## src/rtl/packet_framer.sv

```systemverilog
// packet_framer: turns a packet-length command plus a raw word stream into a
// registered, framed stream with SOP/EOP markers, abort truncation and a packet counter.
module packet_framer #(
  parameter int PACKET_WIDTH = 32,
  parameter int MAX_LEN      = 7,
  parameter int LEN_W        = $clog2(MAX_LEN + 1),
  parameter int MAX_COUNT    = 15
) (
  input  logic                             clk,
  input  logic                             rst,
  input  logic                             cmd_valid,
  input  logic [LEN_W-1:0]                 cmd_len,
  output logic                             cmd_ready,
  input  logic                             in_valid,
  input  logic [PACKET_WIDTH-1:0]          in_data,
  input  logic                             abort,
  output logic                             in_ready,
  output logic                             data_valid,
  output logic [PACKET_WIDTH-1:0]          packet_data_out,
  output logic                             start_of_packet,
  output logic                             end_of_packet,
  output logic                             len_error_flag,
  output logic [$clog2(MAX_COUNT+1)-1:0]   tx_packet_counter
);

  localparam int CNT_W = $clog2(MAX_COUNT + 1);
  localparam logic [0:0] IDLE = 1'b0;
  localparam logic [0:0] SEND = 1'b1;
  localparam logic [CNT_W-1:0] MAX_CNT_V = CNT_W'(MAX_COUNT);

  logic [0:0]       state;
  logic [LEN_W-1:0] len_q;
  logic [LEN_W-1:0] word_cnt;
  logic             cmd_fire;
  logic             word_fire;
  logic             len_bad;
  logic             last_word;

  assign cmd_ready = (state == IDLE);
  assign in_ready  = (state == SEND);
  assign cmd_fire  = cmd_valid & cmd_ready;
  assign word_fire = in_valid & in_ready;
  assign len_bad   = (cmd_len == '0) || (int'(cmd_len) > MAX_LEN);
  // Abort only matters when paired with an accepted word (gated by word_fire below).
  assign last_word = (word_cnt == len_q - LEN_W'(1)) || abort;

  always_ff @(posedge clk or negedge rst) begin
    if (!rst) begin
      state             <= IDLE;
      len_q             <= '0;
      word_cnt          <= '0;
      data_valid        <= 1'b0;
      packet_data_out   <= '0;
      start_of_packet   <= 1'b0;
      end_of_packet     <= 1'b0;
      len_error_flag    <= 1'b0;
      tx_packet_counter <= '0;
    end else begin
      data_valid      <= 1'b0;
      start_of_packet <= 1'b0;
      end_of_packet   <= 1'b0;
      len_error_flag  <= 1'b0;
      case (state)
        IDLE: begin
          if (cmd_fire) begin
            if (len_bad) begin
              len_error_flag <= 1'b1;
            end else begin
              len_q    <= cmd_len;
              word_cnt <= '0;
              state    <= SEND;
            end
          end
        end
        SEND: begin
          if (word_fire) begin
            data_valid      <= 1'b1;
            packet_data_out <= in_data;
            start_of_packet <= (word_cnt == '0);
            end_of_packet   <= last_word;
            word_cnt        <= word_cnt + LEN_W'(1);
            if (last_word) begin
              state <= IDLE;
              if (tx_packet_counter != MAX_CNT_V) begin
                tx_packet_counter <= tx_packet_counter + CNT_W'(1);
              end
            end
          end
        end
        default: state <= IDLE;
      endcase
    end
  end

endmodule

```

## config.mk

```make
export PLATFORM = sky130hd
export DESIGN_NAME = packet_framer
export DESIGN_NICKNAME = d
export VERILOG_FILES = /design/src/rtl/packet_framer.sv
export SDC_FILE = /design/constraint.sdc
export NUM_CORES = 1
export LEC_CHECK = 0
export CAP_MARGIN = 20
export CORE_UTILIZATION = 39
export DETAILED_ROUTE_END_ITERATION = 7
export PLACE_DENSITY = 0.78
export RECOVER_POWER = 100
export SLEW_MARGIN = 20
export SYNTH_ARGS = -nofsm -noshare
export SYNTH_HDL_FRONTEND = slang
export SYNTH_SLANG_ARGS = --single-unit
```

## constraint.sdc

```tcl
create_clock -name clk -period 2.3 [get_ports clk]
set_input_delay 0.575 -clock clk [delete_from_list [all_inputs] [get_ports clk]]
set_output_delay 0.575 -clock clk [all_outputs]
set_load 0.03 [all_outputs]
```

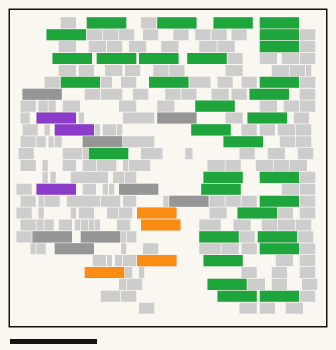
**Above:** sequential cells colored by netlist name.
Bar = 20 µm.
- purple: `len_q` (sequential cells 3)
- green: `packet_data_out` (sequential cells 32)
- orange: `tx_packet_counter` (sequential cells 4; where bottom middle)

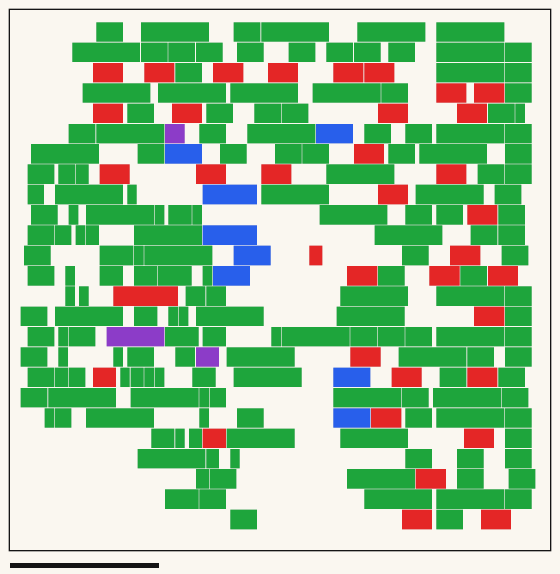
**Above:** drive-strength map.
Bar = 20 µm.
- purple: _3 and _4 cells (cells 3)
- red: _2 cells (cells 36; most used mux2_2)
- blue: _6 and larger (cells 8; most used clkbuf_8)
- green: _0 and _1 cells (cells 180; most used dfrtp_1)
Non-clk bufs: 84
Finished Cell Area: 2940 µm²

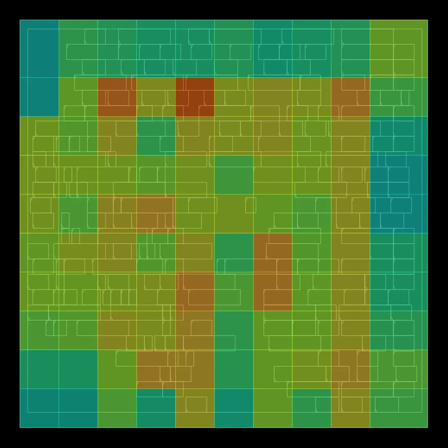
**Above:** routing congestion.
Final Util: 0.618
gr busiest metal: met2
GR Util met3: 0.0556
routing usage on met2: 0.269
total global-route track usage: 0.156

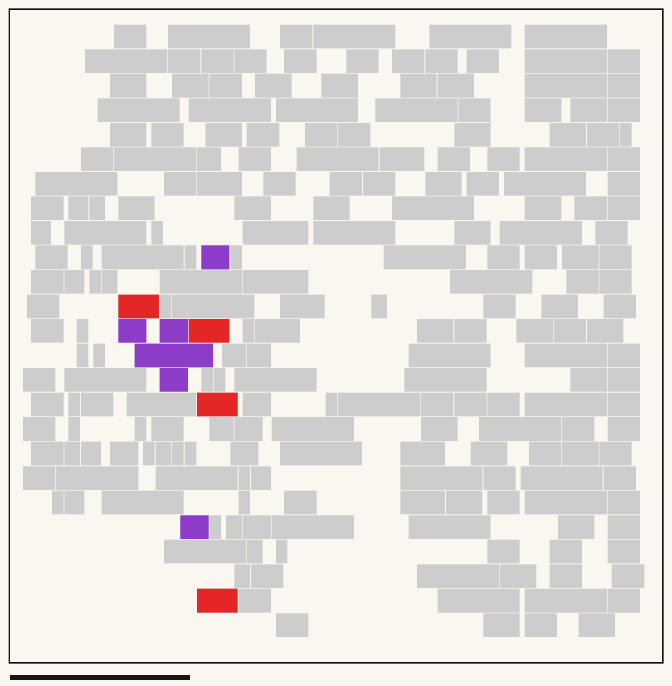
**Above:** logic cells by family.
Bar = 20 µm.
- purple: xor and xnor cells (cells 6; most used xor2_1; where left middle)
- red: fa/ha/maj cells (cells 4; most used ha_1)
Top cell excl fill/tap: dfrtp_1
Final Non-Filler Cells: 294
logic share of the area: 0.238

==> results.py <==
# Auto-generated metrics
metrics = {
    "run_status": {
        "status": "completed",
    },
    "synthesis": {
        "async_reset_ff_frac": 1.00,
        "synth_top_cell_by_count": "dfrtp_1",
        "logic_family": "multiplexers",
        "synth-simple-area-share": 0.0636,
        "ys_types": 23,
        "ys_ff": 47,
        "top_cell_area_share": 0.610,
        "yosysTopAreaCell": "dfrtp_1",
        "synth-xor-area-share": 0.0350,
        "ys.flop_type": "dfrtp_1",
        "yosysSeqAreaShare": 0.610,
        "yosysWarningCount": 0,
        "yosys-stat-cells": 138,
        "fp_nets": 182,
        "fa_ha_area_frac": 0.0260,
        "edf_count": 0,
        "top_cells_by_count": "dfrtp_1, mux2_2, nand2_1",
        "ys_sh_mux": 0.192,
        "synth.avg_cell_area_um2": 14.0,
        "top_cells_by_area": "dfrtp_1, mux2_2, ha_1",
    },
    "routing": {
        "via_per_inst": 4.58,
        "route.detailed.drc": 0,
        "drtPass1Iterations": 2,
        "ant_nets": 0,
        "wl_per_cell_um": 13.2,
    },
    "worst_setup_path": {
        "rr_startpoint": "len_q[0]$_DFFE_PN0P_",
        "cp-startpoint": "in_ready$_DFF_PN0_",
        "start_kind": "register",
        "worstReg2RegEnd": "tx_packet_counter[3]$_DFFE_PN0P_",
        "cp-endpoint": "cmd_ready",
        "path_max_fanout": 6,
        "endpoint_kind": "output pin",
        "worst-setup-path-type": "reg -> out",
    },
    "sta": {
        "setup_viol": 0,
        "tns_ns": 0,
        "relSlewSlack": 0.259,
        "clock.fmax_mhz": 473,
        "fin_crit_ns": 2.11,
        "rsz0062_at_grt": "false",
        "tightest_slew_ns": 1.11,
        "finalCritPeriodShare": 0.919,
        "final-hold-violation-count": 0,
        "fin_skew_ns": 0.00165,
        "drv_slew": 0,
    },
    "final_layout": {
        "mostFrequentLayoutCells": "dfrtp_1, dlygate4sd3_1, clkdlybuf4s50_1, mux2_2, nand2_1",
        "fill_cells": 412,
        "top_regs": "packet_data_out x32, tx_packet_counter x4",
        "regMostFlops": "packet_data_out",
        "drive_gt1_frac": 0.207,
        "final_net_count": 270,
        "syn2layout_area_growth_pct": 52.4,
        "num_antenna_cells": 0,
    },
    "cts": {
        "clockBufferDepth": 2,
        "clkTransAtPathRegs_ns": 0.09,
        "clkLatencyLatePin_ns": 0.29,
        "cts_resized": 0,
        "htree_levels": 2,
        "post-cts-setup-buffers": 0,
    },
    "global_route": {
        "grt_pass1_wl_um": 6290,
        "grt.overflow.total": 0,
        "use_met1": 0.183,
        "first_global_vias": 1366,
        "antenna_found_initial": 0,
    },
    "power": {
        "power_frac_clock": 0.124,
        "swShare": 0.416,
        "finalPower_w": 0.00421,
        "comb_power_share": 0.534,
        "power.group.top": "combinational cells",
        "p_comb_w": 0.00225,
        "p_leak_nw": 1.28,
        "power_sequential_w": 0.00144,
        "power_density_nw_per_um2": 1430,
        "p_sw_w": 0.00175,
    },
    "min_path": {
        "min_path_type": "in -> async",
    },
    "floorplanning": {
        "rows": 25,
        "die_w_um": 72.3,
        "die_area_um2": 5230,
        "die_y_um": 72.3,
    },
    "placement": {
        "hpwl_um": 2920,
        "gp_congestion": 0.693,
        "portBuffers": 81,
    },
    "run": {
        "warning_count": 27,
        "drv_cap": 0,
    },
}
[critical path, cell delays in order, from the launching register on]
cell and delay (ns):
dfrtp_1 0.43, inv_1 0.13, clkdlybuf4s50_1 0.68
[layer usage]
layer	up-vias	routed length, µm
li1	648	-
met1	636	1660
met2	59	1860
met3	4	323
met4	0	24
met5	-	0
[area by class of cell]
class | count | area, µm² | area share
Sequential cell | 47 | 1180 | 0.400
Clock buffer | 6 | 82.6 | 0.0281
Inverter | 8 | 30.0 | 0.0102
Clock inverter | 2 | 16.3 | 0.00554
Multi-Input combinational cell | 80 | 699 | 0.238
Timing Repair Buffer | 84 | 850 | 0.289
Tap cell | 67 | 83.8 | 0.0285
Power is estimated from default activity; no workload was simulated.
